`config.mk`:
```
export PLATFORM = sky130hd
export DESIGN_NAME = mfcc_frame_packer_flat
export DESIGN_NICKNAME = d
export VERILOG_FILES = /design/src/rtl/mfcc_frame_packer_if.sv /design/src/rtl/mfcc_frame_packer.sv /design/src/flat_wrapper.sv
export SDC_FILE = /design/constraint.sdc
export NUM_CORES = 1
export LEC_CHECK = 0
export CORE_UTILIZATION = 57
export CTS_CLUSTER_SIZE = 24
export DETAILED_ROUTE_END_ITERATION = 8
export MAX_ROUTING_LAYER = met4
export PLACE_DENSITY = 0.85
export SYNTH_ARGS = -nofsm -noshare
export SYNTH_HDL_FRONTEND = slang
export SYNTH_SLANG_ARGS = --single-unit
```
`constraint.sdc`:
```
create_clock -name clk -period 9.5 [get_ports clk]
set_input_delay 1.425 -clock clk [delete_from_list [all_inputs] [get_ports clk]]
set_output_delay 1.425 -clock clk [all_outputs]
set_load 0.02 [all_outputs]
```
`src/rtl/mfcc_frame_packer_if.sv`:
```
// Byte-stream link between the MFCC core, the frame packer and the SPI byte FIFO.
// The master side produces frames and FIFO status; the slave side is the packer.
interface mfcc_frame_packer_if #(
  parameter int NUM_COEFFS = 12,
  parameter int COEF_WIDTH = 16,
  parameter int DROP_CNT_W = 8
);
  logic                             mfcc_done_i;
  logic [NUM_COEFFS*COEF_WIDTH-1:0] coef_i;
  logic                             fifo_full_i;
  logic                             fifo_wr_en_o;
  logic [7:0]                       fifo_data_o;
  logic                             busy_o;
  logic                             packet_done_o;
  logic [7:0]                       seq_o;
  logic [DROP_CNT_W-1:0]            drop_cnt_o;

  modport master (
    output mfcc_done_i, coef_i, fifo_full_i,
    input  fifo_wr_en_o, fifo_data_o, busy_o, packet_done_o, seq_o, drop_cnt_o
  );

  modport slave (
    input  mfcc_done_i, coef_i, fifo_full_i,
    output fifo_wr_en_o, fifo_data_o, busy_o, packet_done_o, seq_o, drop_cnt_o
  );
endinterface

```
`src/rtl/mfcc_frame_packer.sv`:
```
// Packs a full MFCC frame into a self-delimiting byte packet for the SPI FIFO:
// sync header, sequence number, coefficients LSB-first, XOR checksum.
module mfcc_frame_packer #(
  parameter int          NUM_COEFFS = 12,
  parameter int          COEF_WIDTH = 16,
  parameter logic [7:0]  SYNC0      = 8'hA5,
  parameter logic [7:0]  SYNC1      = 8'h5A,
  parameter int          DROP_CNT_W = 8
) (
  input  logic                clk,
  input  logic                rst_n,
  mfcc_frame_packer_if.slave  bus
);

  localparam int PKT_LEN = 2*NUM_COEFFS + 4;
  localparam int IDX_W   = $clog2(PKT_LEN);
  localparam logic [IDX_W-1:0] LAST_IDX  = IDX_W'(PKT_LEN-1);
  localparam logic [IDX_W-1:0] CHK_FIRST = IDX_W'(2);
  localparam logic [IDX_W-1:0] CHK_LAST  = IDX_W'(PKT_LEN-2);

  typedef enum logic {IDLE, SEND} state_t;

  state_t                           state_q, state_d;
  logic [IDX_W-1:0]                 idx_q, idx_d;
  logic [7:0]                       chk_q, chk_d;
  logic [7:0]                       seq_q, seq_d;
  logic [7:0]                       pkt_seq_q, pkt_seq_d;
  logic [DROP_CNT_W-1:0]            drop_q, drop_d;
  logic [NUM_COEFFS*COEF_WIDTH-1:0] coef_q, coef_d;
  logic                             done_q, done_d;

  logic       wr_en;
  logic [7:0] cur_byte;
  logic       accept;
  logic       reject;
  logic [7:0] pkt_byte [PKT_LEN];

  // Packet image built from the latched frame; the checksum slot reads the running XOR.
  assign pkt_byte[0]         = SYNC0;
  assign pkt_byte[1]         = SYNC1;
  assign pkt_byte[2]         = pkt_seq_q;
  assign pkt_byte[PKT_LEN-1] = chk_q;

  generate
    for (genvar gi = 0; gi < NUM_COEFFS; gi++) begin : g_coef_bytes
      assign pkt_byte[3+2*gi] = coef_q[gi*COEF_WIDTH +: 8];
      assign pkt_byte[4+2*gi] = coef_q[gi*COEF_WIDTH+8 +: 8];
    end
  endgenerate

  always_comb begin
    cur_byte = 8'h00;
    for (int i = 0; i < PKT_LEN; i++) begin
      if (idx_q == IDX_W'(i)) cur_byte = pkt_byte[i];
    end
  end

  // State register
  always_ff @(posedge clk or negedge rst_n) begin
    if (!rst_n) begin
      state_q   <= IDLE;
      idx_q     <= '0;
      chk_q     <= '0;
      seq_q     <= '0;
      pkt_seq_q <= '0;
      drop_q    <= '0;
      coef_q    <= '0;
      done_q    <= 1'b0;
    end else begin
      state_q   <= state_d;
      idx_q     <= idx_d;
      chk_q     <= chk_d;
      seq_q     <= seq_d;
      pkt_seq_q <= pkt_seq_d;
      drop_q    <= drop_d;
      coef_q    <= coef_d;
      done_q    <= done_d;
    end
  end

  // Next-state and datapath
  always_comb begin
    state_d   = state_q;
    idx_d     = idx_q;
    chk_d     = chk_q;
    seq_d     = seq_q;
    pkt_seq_d = pkt_seq_q;
    drop_d    = drop_q;
    coef_d    = coef_q;
    done_d    = 1'b0;
    accept    = 1'b0;
    reject    = 1'b0;

    case (state_q)
      IDLE: begin
        accept = bus.mfcc_done_i;
      end
      SEND: begin
        if (wr_en && (idx_q == LAST_IDX)) begin
          // A frame arriving on the final write chains straight into the next packet.
          done_d  = 1'b1;
          state_d = IDLE;
          idx_d   = '0;
          accept  = bus.mfcc_done_i;
        end else begin
          reject = bus.mfcc_done_i;
          if (wr_en) begin
            idx_d = idx_q + IDX_W'(1);
            if ((idx_q >= CHK_FIRST) && (idx_q <= CHK_LAST)) chk_d = chk_q ^ cur_byte;
          end
        end
      end
      default: state_d = IDLE;
    endcase

    if (accept) begin
      state_d   = SEND;
      idx_d     = '0;
      chk_d     = '0;
      coef_d    = bus.coef_i;
      pkt_seq_d = seq_q;
      seq_d     = seq_q + 8'd1;
    end

    if (reject && (drop_q != {DROP_CNT_W{1'b1}})) drop_d = drop_q + DROP_CNT_W'(1);
  end

  // Outputs; the FIFO full flag feeds the write strobe combinationally.
  always_comb begin
    wr_en             = (state_q == SEND) && !bus.fifo_full_i;
    bus.fifo_wr_en_o  = wr_en;
    bus.fifo_data_o   = (state_q == SEND) ? cur_byte : 8'h00;
    bus.busy_o        = (state_q == SEND);
    bus.packet_done_o = done_q;
    bus.seq_o         = seq_q;
    bus.drop_cnt_o    = drop_q;
  end

endmodule

```
`src/flat_wrapper.sv`:
```
// flat-port wrapper written by rule: the top's interface ports become plain ports
module mfcc_frame_packer_flat 
#(
  parameter int          NUM_COEFFS = 12,
  parameter int          COEF_WIDTH = 16,
  parameter logic [7:0]  SYNC0      = 8'hA5,
  parameter logic [7:0]  SYNC1      = 8'h5A,
  parameter int          DROP_CNT_W = 8
)
  (clk, rst_n, bus_mfcc_done_i, bus_coef_i, bus_fifo_full_i, bus_fifo_wr_en_o, bus_fifo_data_o, bus_busy_o, bus_packet_done_o, bus_seq_o, bus_drop_cnt_o);
  mfcc_frame_packer_if #(.NUM_COEFFS(NUM_COEFFS), .COEF_WIDTH(COEF_WIDTH), .DROP_CNT_W(DROP_CNT_W)) bus_i ();
  input  logic clk;
  input  logic rst_n;
  input wire logic [$bits(bus_i.mfcc_done_i)-1:0] bus_mfcc_done_i;
  input wire logic [$bits(bus_i.coef_i)-1:0] bus_coef_i;
  input wire logic [$bits(bus_i.fifo_full_i)-1:0] bus_fifo_full_i;
  output wire logic [$bits(bus_i.fifo_wr_en_o)-1:0] bus_fifo_wr_en_o;
  output wire logic [$bits(bus_i.fifo_data_o)-1:0] bus_fifo_data_o;
  output wire logic [$bits(bus_i.busy_o)-1:0] bus_busy_o;
  output wire logic [$bits(bus_i.packet_done_o)-1:0] bus_packet_done_o;
  output wire logic [$bits(bus_i.seq_o)-1:0] bus_seq_o;
  output wire logic [$bits(bus_i.drop_cnt_o)-1:0] bus_drop_cnt_o;
  assign bus_i.mfcc_done_i = bus_mfcc_done_i;
  assign bus_i.coef_i = bus_coef_i;
  assign bus_i.fifo_full_i = bus_fifo_full_i;
  assign bus_fifo_wr_en_o = bus_i.fifo_wr_en_o;
  assign bus_fifo_data_o = bus_i.fifo_data_o;
  assign bus_busy_o = bus_i.busy_o;
  assign bus_packet_done_o = bus_i.packet_done_o;
  assign bus_seq_o = bus_i.seq_o;
  assign bus_drop_cnt_o = bus_i.drop_cnt_o;
  mfcc_frame_packer #(.NUM_COEFFS(NUM_COEFFS), .COEF_WIDTH(COEF_WIDTH), .SYNC0(SYNC0), .SYNC1(SYNC1), .DROP_CNT_W(DROP_CNT_W)) u_core (.clk(clk), .rst_n(rst_n), .bus(bus_i));
endmodule
```
### Cell placement, run 1

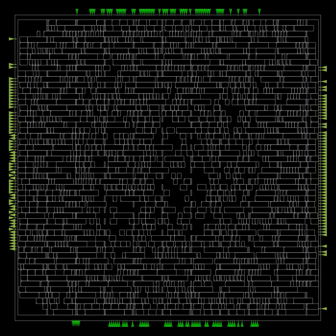
final cell count without fillers: 1918
total core area: 20400 um^2

### Metal layers overlaid, run 1

The bar under the picture is 50 um long.
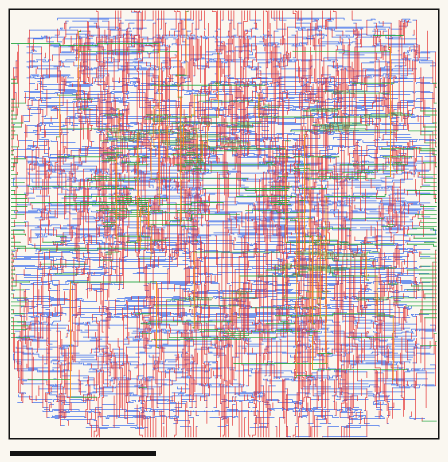
- M4: orange (wire length 967 um)
- M1: blue (wire length 15500 um)
- M3: green (wire length 3070 um)
- M2: red (wire length 16700 um)

### Drive-strength map, run 1

The bar under the picture is 50 um long.
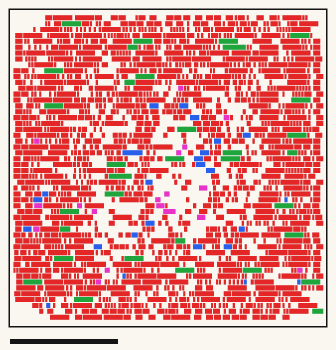
- x3 and x4: magenta (cells 18; share 1.1%; most used buf_4)
- x6 and larger: green (cells 33; share 2.0%; most used clkbuf_16)
- x1 and smaller: red (cells 1572; share 95%; most used nand2_1)
- x2: blue (cells 25; share 1.5%; most used and4bb_2)

==> Slide: Implementation Results, run 1 <==
Flow Results at a Glance

Logic synthesis
  • Yosys adder share: less than 1%
  • Avg Cell Area, Syn: 8.10 um^2
  • Yosys cell count: 1468
  • Commonest flop: dfrtp_1
  • Post-synth EDFFs: 0

Worst setup path
  • Worst-path cell chain: inv_1, ha_1, nor4bb_1, a21oi_1, a211oi_1, a21oi_1, o21ai_1, a221oi_1, nor2_1, clkdlybuf4s50_1
  • Worst R2R Path Depth: 7
  • Required @ worst endpoint: 8.08 ns
  • Critical path class: register to primary output

Route
  • Drt pass-1 iters: 6
  • DR WL met2: 16.7 mm

Power
  • Clk. pwr: roughly 960 uW
  • Net switching power: 1310 uW
  • Pint: 2280 uW
  • Peak VDD IR: 0.000265 V
  • P_seq: 1300 uW
  • Pwr dens: 241 nW/um^2

GRT
  • Vias in the first global route: 10800
  • Initial antenna violation count: 0
  • GR Util met2: a little over half
  • Largest net degree at the start of global routing: 91

Timing
  • Final WS setup: 3.38 ns
  • Final Max Slew Viols: 0
  • Slew @ Worst Pin: 1.18 ns

Finish
  • Sequential Area: 5780 um^2
  • Final instance area: 14900 um^2
  • Final Net Count: ~1800

Placement
  • Placed Instance Area: 14100 um^2
  • HPWL Detailed: 26.0 mm
  • Placed insts: 1875
  • RD Place Congestion: 0.936

Clock tree
  • Post-CTS sizing: 0

Run status
  • Status: finished clean

Floorplan
  • Row count: 52

Min path
  • Hold Crit Depth: 1
-- run 1: synth_stat cells, types with 12 or more instances --
library cell and instances:
a21oi_1 51, buf_2 37, clkbuf_1 50, dfrtp_1 231, inv_1 12, nand2_1 659, nand2b_1 13, nand3_1 29
nand4_1 12, nor2_1 66, nor3_1 23, o21ai_0 45
-- run 1: flip-flops by register name, summed over array words and instances, names as in the netlist --
signal	flops
u_core.bus.packet_done_o	1
u_core.bus.seq_o	8
u_core.bus.drop_cnt_o	8
u_core.chk_q	8
u_core.bus.busy_o	1
u_core.idx_q	5
u_core.pkt_seq_q	8
u_core.coef_q	192
-- run 1: worst reg2reg max path, cell delays in order, from the launching register on --
cell and delay, ns:
dfrtp_1 0.87, buf_4 0.40, nand3_1 0.54, o21ai_2 0.50
and2_4 0.45, buf_4 0.71, nand2_1 0.23, nand2_1 0.10
-- run 1: worst paths after layout --
| kind | slack, ns | to |
|---|---|---|
| max | 3.38 | bus_fifo_data_o[7] |
| min | 0.48 | u_core.chk_q[3] |
| max reg2reg | 5.63 | u_core.coef_q[73] |
| min reg2reg | 0.48 | u_core.chk_q[3] |
| max in group asynchronous | 7.21 | u_core.coef_q[172] |
| min in group asynchronous | 0.88 | u_core.coef_q[52] |
-- run 1: stage by stage --
stage	power (uW)	hold WS, ns	util [%]
final	3590	0.476	73.2
after floorplan	2120	0.437	-
after global placement	2590	0.454	69.2
after global routing	3750	0.495	73.2
after detailed placement	2610	0.458	69.2
after CTS	3570	0.473	73.2
-- run 1: area by class of cell --
type / instances / area share, %
clock buffers: 36 / 4.81
clock inverters: 7 / 0.588
inverters: 12 / 0.302
multi-input cells: 1129 / 37.7
flip-flops and latches: 231 / 38.8
well taps: 270 / 2.27
repair buffers: 233 / 15.5
### Met3 routing, run 1

The bar under the picture is 50 um long.
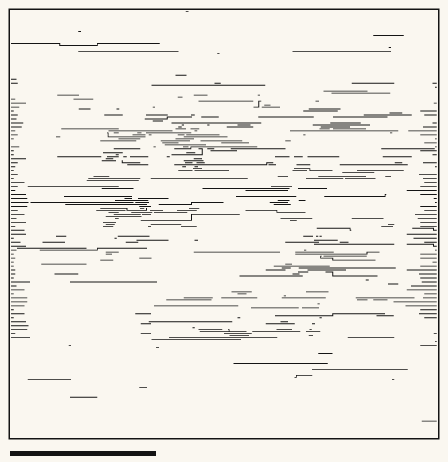

==> run 2, diff against run 1 <==
--- a/config.mk
+++ b/config.mk
@@ -5,11 +5,11 @@
 export SDC_FILE = /design/constraint.sdc
 export NUM_CORES = 1
 export LEC_CHECK = 0
-export CORE_UTILIZATION = 57
+export CORE_UTILIZATION = 53
 export CTS_CLUSTER_SIZE = 24
 export DETAILED_ROUTE_END_ITERATION = 8
 export MAX_ROUTING_LAYER = met4
-export PLACE_DENSITY = 0.85
+export PLACE_DENSITY = 0.8
 export SYNTH_ARGS = -nofsm -noshare
 export SYNTH_HDL_FRONTEND = slang
 export SYNTH_SLANG_ARGS = --single-unit
==> constraint.sdc (replaced) <==
create_clock -name clk -period 5.95 [get_ports clk]
set_input_delay 0.8925 -clock clk [delete_from_list [all_inputs] [get_ports clk]]
set_output_delay 0.8925 -clock clk [all_outputs]
set_load 0.02 [all_outputs]
### Met3 routing, run 2

The bar under the picture is 50 um long.
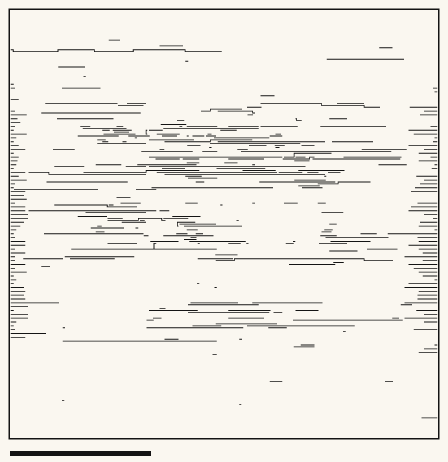
- longest straight run: 56.6 um
- share of all routed wire: 8.8%

==> Slide: Implementation Results, run 2 <==
Flow Results at a Glance

Run status
  • Status: finished clean

Clock tree
  • CTS tree: built
  • CTS sink cnt: between 200 and 250
  • Hold_buf cts: 0
  • Post-CTS sizing: 0 (unchanged)
  • Postcts setup bufs: 0

Timing
  • Fmax: about 190 MHz
  • Hold Vio Cnt, Final: 0
  • Slew @ Worst Pin: 0.838 ns (-0.347 ns)
  • Fin crit share: around 90%
  • RSZ-0062 raised after global routing: false
  • Final Max Slew Viols: 0 (unchanged)

Placement
  • Port Buffers: 222
  • RD Place Congestion: 0.939 (+0.33%)
  • Placed insts: 1892 (+0.91%)
  • HPWL Detailed: 26.2 mm (+0.67%)

Finish
  • Sequential Area: 5780 um^2 (about the same)
  • Max reg flops: 192 (unchanged)
  • Most instantiated logic cell after routing: nand2_1
  • Final cell count without fillers: 1935 (+0.89%)
  • Final Net Count: 1841 (+0.38%)
  • Reg with most FFs: u_core.coef_q
  • Final design utilization: 68.5% (-4.6 points)

Logic synthesis
  • Synth cell count leaders: 659 x nand2_1, 231 x dfrtp_1, 66 x nor2_1
  • Commonest flop: dfrtp_1
  • Avg Cell Area, Syn: 8.10 um^2 (unchanged)
  • Post-synth EDFFs: 0 (unchanged)
  • Main area contributors: dfrtp_1 49%, nand2_1 21%, a21oi_1 2.1%, nor2_1 2.1%, o21ai_0 1.9%
  • Synth Instances: between 1000 and 1500
  • Yosys cell count: 1468 (unchanged)
  • Post-synth area from yosys stat: 11900 um^2
  • Synth top cell by count: nand2_1

Route
  • Metal-1 WL: 15.7 mm
  • Drt pass-1 iters: 7 (+1)
  • Routed wire length: 36.2 mm
  • Antenna Nets Post-Route: 0
  • DR WL met2: 16.6 mm (-0.69%)
  • Drt drc: 0

Worst setup path
  • Worst-path cell chain: inv_1, ha_1, nand4bb_1, o21ai_0, nor3_1, a2111oi_0, a211oi_1, nor3_1, nand2b_1, a21oi_1, clkdlybuf4s50_1
  • RR Endpoint: u_core.coef_q[147]
  • CP peak stage delay: between 0.5 and 0.6 ns
  • Setup slack, reg-to-reg: 2.02 ns (-3.61 ns)
  • CP Capture Type: primary output
  • Worst R2R Path Depth: 8 (+1)
  • Required @ worst endpoint: 5.06 ns (-3.02 ns)
  • Critical path class: register to primary output

Power
  • Pleak: 0.00724 uW
  • Peak VDD IR: 0.000403 V (+52%)
  • Pwr dens: 388 nW/um^2 (+61%)

Floorplan
  • Total core area: 21900 um^2 (+7.5%)
  • Row count: 54 (+3.8%)

GRT
  • Vias in the first global route: 10600 (-2.4%)
  • GR Util met2: 49.3% (-4.1 points)
  • Met1 Track Usage GR: ~46%
  • Largest net degree at the start of global routing: 123 (+35%)
  • First-pass GRT wire length: 56.2 mm
  • Initial antenna violation count: 0 (unchanged)
  • GRT Overall Usage: 32.5%
  • Grt ovf: 0
==> run 2: cell count changes in the layout (fill, tap and decap cells not counted), sizes merged <==
cell / before / now
clkbuf: 36 / 33
clkinv: 4 / 8
clkinvlp: 1 / 0
buf: 12 / 19
==> run 2: area by class of cell <==
cell class / count / area share [%]
Clock buffer: 33 / 4.77
Inverter: 12 / 0.300
Timing Repair Buffer: 240 / 15.9
Tap cell: 280 / 2.33
Sequential cell: 231 / 38.5
Multi-Input combinational cell: 1129 / 37.4
Clock inverter: 10 / 0.717
==> run 2: worst max-delay path by stage <==
stage	slack [ns]	to	cells past startpoint
finish	0.59	bus_fifo_data_o[1]	11
global route	0.36	bus_fifo_data_o[0]	11
CTS	0.69	bus_fifo_data_o[0]	11
detailed placement	1.26	bus_fifo_data_o[0]	11
global placement	1.35	bus_fifo_data_o[0]	11
floorplan	1.89	bus_fifo_data_o[0]	14
==> run 2: report_power, final <==
group / switching (uW) / internal [uW] / total (uW)
logic: 1310 / 956 / 2270
registers: 203 / 1800 / 2000
clock network: 629 / 926 / 1560
==> run 2: cells by family (layout without fill, tap and decap cells) <==
logic type | after synthesis | after routing | synth area share (%)
muxes | 9 | 9 | 0.779
and+or+nand+nor | 881 | 881 | 32.3
xor gates and xnor gates | 15 | 15 | 1.10
DFF | 231 | 231 | 48.6
adders and majority gates | 7 | 7 | 0.737
AOI/OAI and AO/OA | 217 | 217 | 12.2
buffers and inverters | 108 | 295 | 4.21
==> run 2: metrics by stage <==
step	hold slack, ns	power [uW]	cell area, um^2	worst slack, ns
floorplan	0.437	3380	11900	1.89
global placement	0.454	4200	14200	1.35
detailed placement	0.460	4220	14200	1.26
CTS	0.449	5790	15000	0.687
global route	0.460	6090	15000	0.357
finish	0.397	5820	15000	0.595
No activity file was given, so power comes from the tool's default toggle rates.
